Metal 1:
Scale bar: 20 µm. Supply wires on this layer in grey.
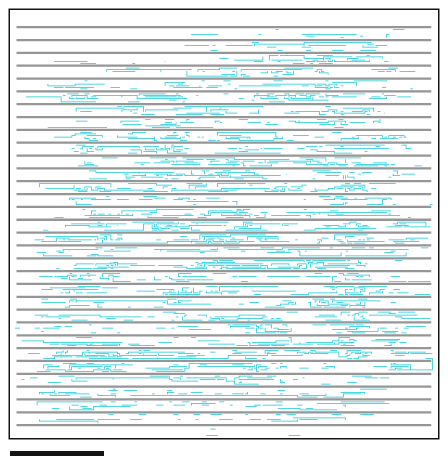
M2 wires:
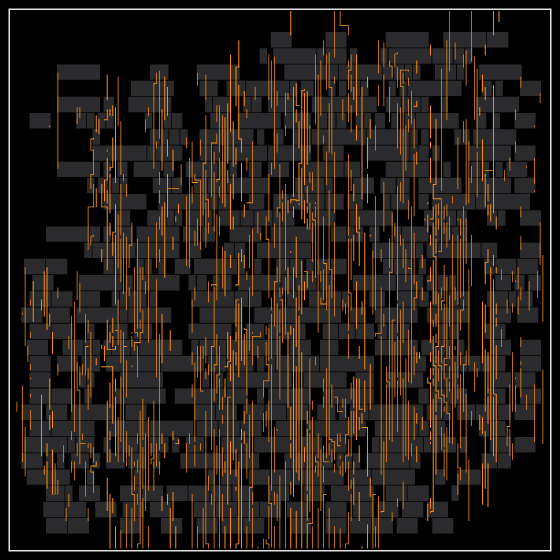
M3 wires:
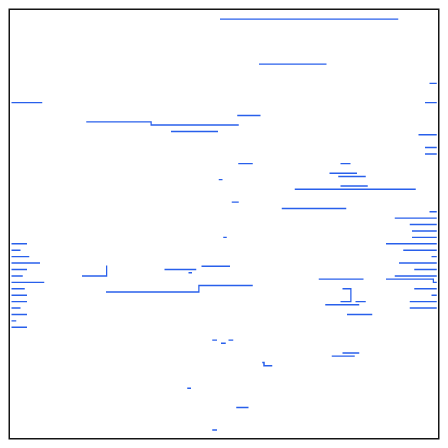
Signal wires on met4:
Supply wires on this layer in grey.
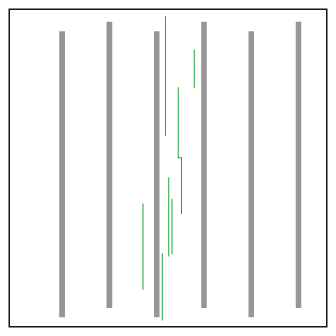
==> config.mk <==
export PLATFORM = sky130hd
export DESIGN_NAME = spi_rom_arbiter
export DESIGN_NICKNAME = d
export VERILOG_FILES = /design/src/rtl/spi_rom_pkg.sv /design/src/rtl/spi_rom_shifter.sv /design/src/rtl/spi_rom_arbiter.sv
export SDC_FILE = /design/constraint.sdc
export NUM_CORES = 1
export LEC_CHECK = 0
export ABC_CLOCK_PERIOD_IN_PS = 3100
export CORE_UTILIZATION = 47
export CTS_BUF_LIST = sky130_fd_sc_hd__clkbuf_16
export CTS_CLUSTER_DIAMETER = 50
export DETAILED_ROUTE_END_ITERATION = 10
export PLACE_DENSITY = 0.76
export SYNTH_ARGS = -nofsm -noshare
export SYNTH_HDL_FRONTEND = slang
export SYNTH_SLANG_ARGS = --single-unit
export TNS_END_PERCENT = 5
==> constraint.sdc <==
create_clock -name clk -period 3.1 [get_ports clk]
set_clock_uncertainty 0.2 [all_clocks]
set_input_delay 0.465 -clock clk [delete_from_list [all_inputs] [get_ports clk]]
set_output_delay 0.465 -clock clk [all_outputs]
set_load 0.05 [all_outputs]
==> results_slide.txt <==
Physical Implementation Snapshot

Layout
  • Clock-cell share of area: 0.06543
  • Fraction of layout cells with a size suffix above 1: 0.07197
  • Logic area: 1953 µm²
  • Logic share of the area: 0.3974
  • Dominant logic cell type in the layout: clkdlybuf4s50_1
  • Diode count: 0
  • Flops: a little under 80
  • Buffering overhead: 0.1889

Min path
  • Hold Path Class: flip-flop to flip-flop

Synthesis
  • EDFF count, synth: 0
  • Seq/Total Area, Yosys: 0.4225
  • Cell area leaders: dfxtp_1 42%, mux2i_1 8.1%, nor2_1 7.4%, nand2_1 6.7%, a221oi_1 5.5%

Global routing
  • Largest net degree at the start of global routing: 39
  • First-pass GRT wire length: roughly 16000 µm

Clocking
  • Root Driver: clkbuf_16

Power
  • Combinational cell fraction of total power: 0.234
  • Leakage: ~1.8 nW

Setup path
  • Crit path max-delay family: simple AND/OR/NAND/NOR gates
  • Slowest stage delay, CP: 720 ps
  • Critical path data arrival time: 2590 ps

Routing
  • Met2 WL post-DR: 4558 µm
  • Initial DRC count: between 150 and 200
  • Uppermost layer routed: met4

Die
  • Die X-Extent: 90.68 µm

Final timing
  • Relative slew slack: 0.3791
  • Fin Setup TNS: 0 ps

Flow run
  • Max-Cap Viols: 0

Status
  • Status: completed

Placed design
  • Port Buf Inserts: 85
About 'metal 1':
The layer holds 43% of the routed length. 533 nets have wire on it. The layer carries 3840 µm of wire.
GR Util met1: 0.2659
routed wire length: 8968 µm
Via Count: 3464

About 'M2 wires':
The wires run mostly vertical. 502 nets have wire on it. The layer holds 51% of the routed length. The longest straight run is 43.2 µm. The layer carries 4560 µm of wire.
met2 Use GR: 0.4110

About 'M3 wires':
The wires run mostly horizontal. The longest straight run is 37.5 µm. 59 nets have wire on it. The layer holds 4.6% of the routed length.
routing usage on met3: 0.05808

About 'signal wires on met4':
The longest straight run is 34.0 µm. The layer holds 1.8% of the routed length. The wires run mostly vertical. 6 nets have wire on it.

No activity file was given, so power comes from the tool's default toggle rates.
